==> config.mk <==
export PLATFORM = sky130hd
export DESIGN_NAME = uart_tx_arbiter
export DESIGN_NICKNAME = d
export VERILOG_FILES = /design/src/rtl/uart_tx_arbiter.sv
export SDC_FILE = /design/constraint.sdc
export NUM_CORES = 1
export LEC_CHECK = 0
export CAP_MARGIN = 20
export CORE_ASPECT_RATIO = 1.2
export CORE_UTILIZATION = 35
export CTS_CLUSTER_DIAMETER = 40
export DETAILED_ROUTE_END_ITERATION = 6
export PLACE_DENSITY = 0.66
export SYNTH_ARGS = -nofsm -noshare
export SYNTH_HDL_FRONTEND = slang
export SYNTH_SLANG_ARGS = --single-unit
==> constraint.sdc <==
create_clock -name clk -period 3.75 [get_ports clk]
set_input_delay 0.375 -clock clk [delete_from_list [all_inputs] [get_ports clk]]
set_output_delay 0.375 -clock clk [all_outputs]
set_load 0.1 [all_outputs]
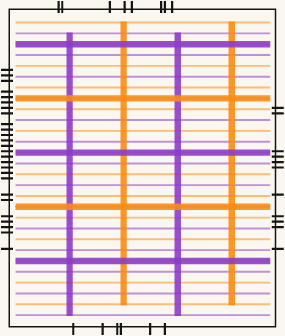
Fig. 1. Floorplan with the power grid.
Pins as bars on the die edge.
Key: VSS = purple; VDD = orange
28 met1 rails follow the rows. 5 straps on met5. 4 straps on met4.
Peak VDD IR: 0.409 mV
Core Region: 4700 um^2

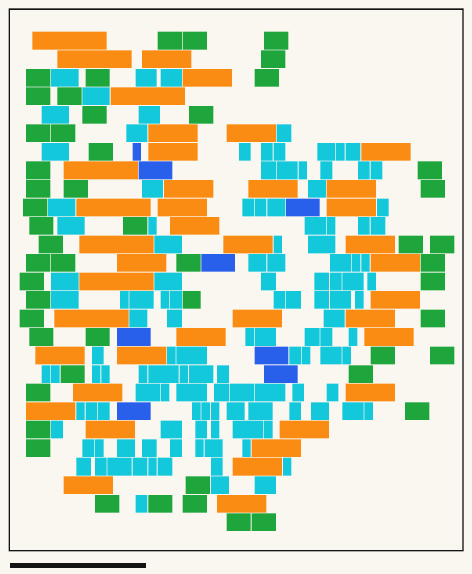
Fig. 2. Cell classes on the final placement.
Bar = 20 um.
Key: clock drivers and dummy loads = blue [cells 8, share of their area 4.3%]; registers = orange [cells 40, share of their area 38%]; remaining buffers and delay cells = green [cells 51, share of their area 22%]; remaining logic cells = cyan [cells 128, share of their area 36%]
final core utilization: 51.1%
Core Rows: 27

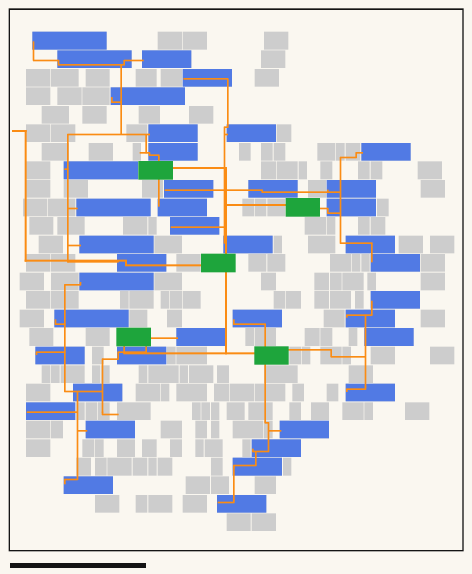
Fig. 3. Routed clock nets over the placement.
Bar = 20 um.
Key: flip-flops = blue [count 40]; clock-net drivers = green [count 5]; clock wires = orange [length 459 um]
Position of the flops: spread over the die.
clock latency at the later pin of the worst-skew pair: 0.28 ns
Clk pwr share: 20.3%
Fin Clk Skew: 0.00511 ns
Power Clock: 306 uW

==> impl_metrics.py <==
# Auto-generated metrics
metrics = {
    "status": {
        "status": "finished, final reports clean",
    },
    "timing": {
        "finalCriticalPeriod_ns": 2.59,
        "rsz0062_at_grt": "false",
        "period_used_pct": 69.2,
        "fmax_ghz": 0.386,
    },
    "global_route": {
        "grt_busiest_layer": "met2",
        "grt_pass1_wl_mm": 5.73,
        "grt_pass1_vias": 1334,
    },
    "route": {
        "drtAntennaViolNets": 0,
        "drc": 0,
        "wl_met2_mm": 1.64,
        "dr_wl_met3_um": 238,
        "drt-initial-drc-count": 48,
    },
    "die": {
        "die_area_um2": 5270,
    },
    "finish": {
        "flop-count": 40,
        "final_cell_mix": "clkdlybuf4s50_1 (50), dfxtp_1 (32), nand2_1 (15)",
        "antenna_cells": 0,
        "fin_nets": 251,
        "final-clk-cell-share_pct": 4.17,
    },
    "synth": {
        "common_cells": "dfxtp_1 (32), nand2_1 (15), nor2_1 (13)",
        "compound_area_share_pct": 13.9,
        "netlist_area_um2": 1740,
    },
    "power_and_ir_drop": {
        "seq_power_share_pct": 37.8,
    },
    "cts": {
        "cts_setup_buffers": 0,
    },
}
==> stage by stage <==
| stage | total power, mW | hold slack (ns) | worst slack, ns | std cells |
|---|---|---|---|---|
| finish | 1.51 | 0.466 | 1.16 | 285 |
| global route | 1.59 | 0.491 | 1.02 | 285 |
| CTS | 1.52 | 0.469 | 1.12 | 285 |
| detailed placement | 1.21 | 0.457 | 1.44 | 277 |
| global placement | 1.21 | 0.446 | 1.48 | 277 |
| floorplan | 1.06 | 0.442 | 1.32 | 171 |
==> logic make-up (layout without fill, tap and decap cells) <==
logic type / after synthesis / count (layout)
AOI/OAI and AO/OA: 35 / 35
xor gates and xnor gates: 8 / 8
adders and majority gates: 4 / 4
buffers and inverters: 10 / 66
DFF: 40 / 40
muxes: 10 / 10
and+or+nand+nor: 64 / 64
Power and IR drop assume default switching activity.
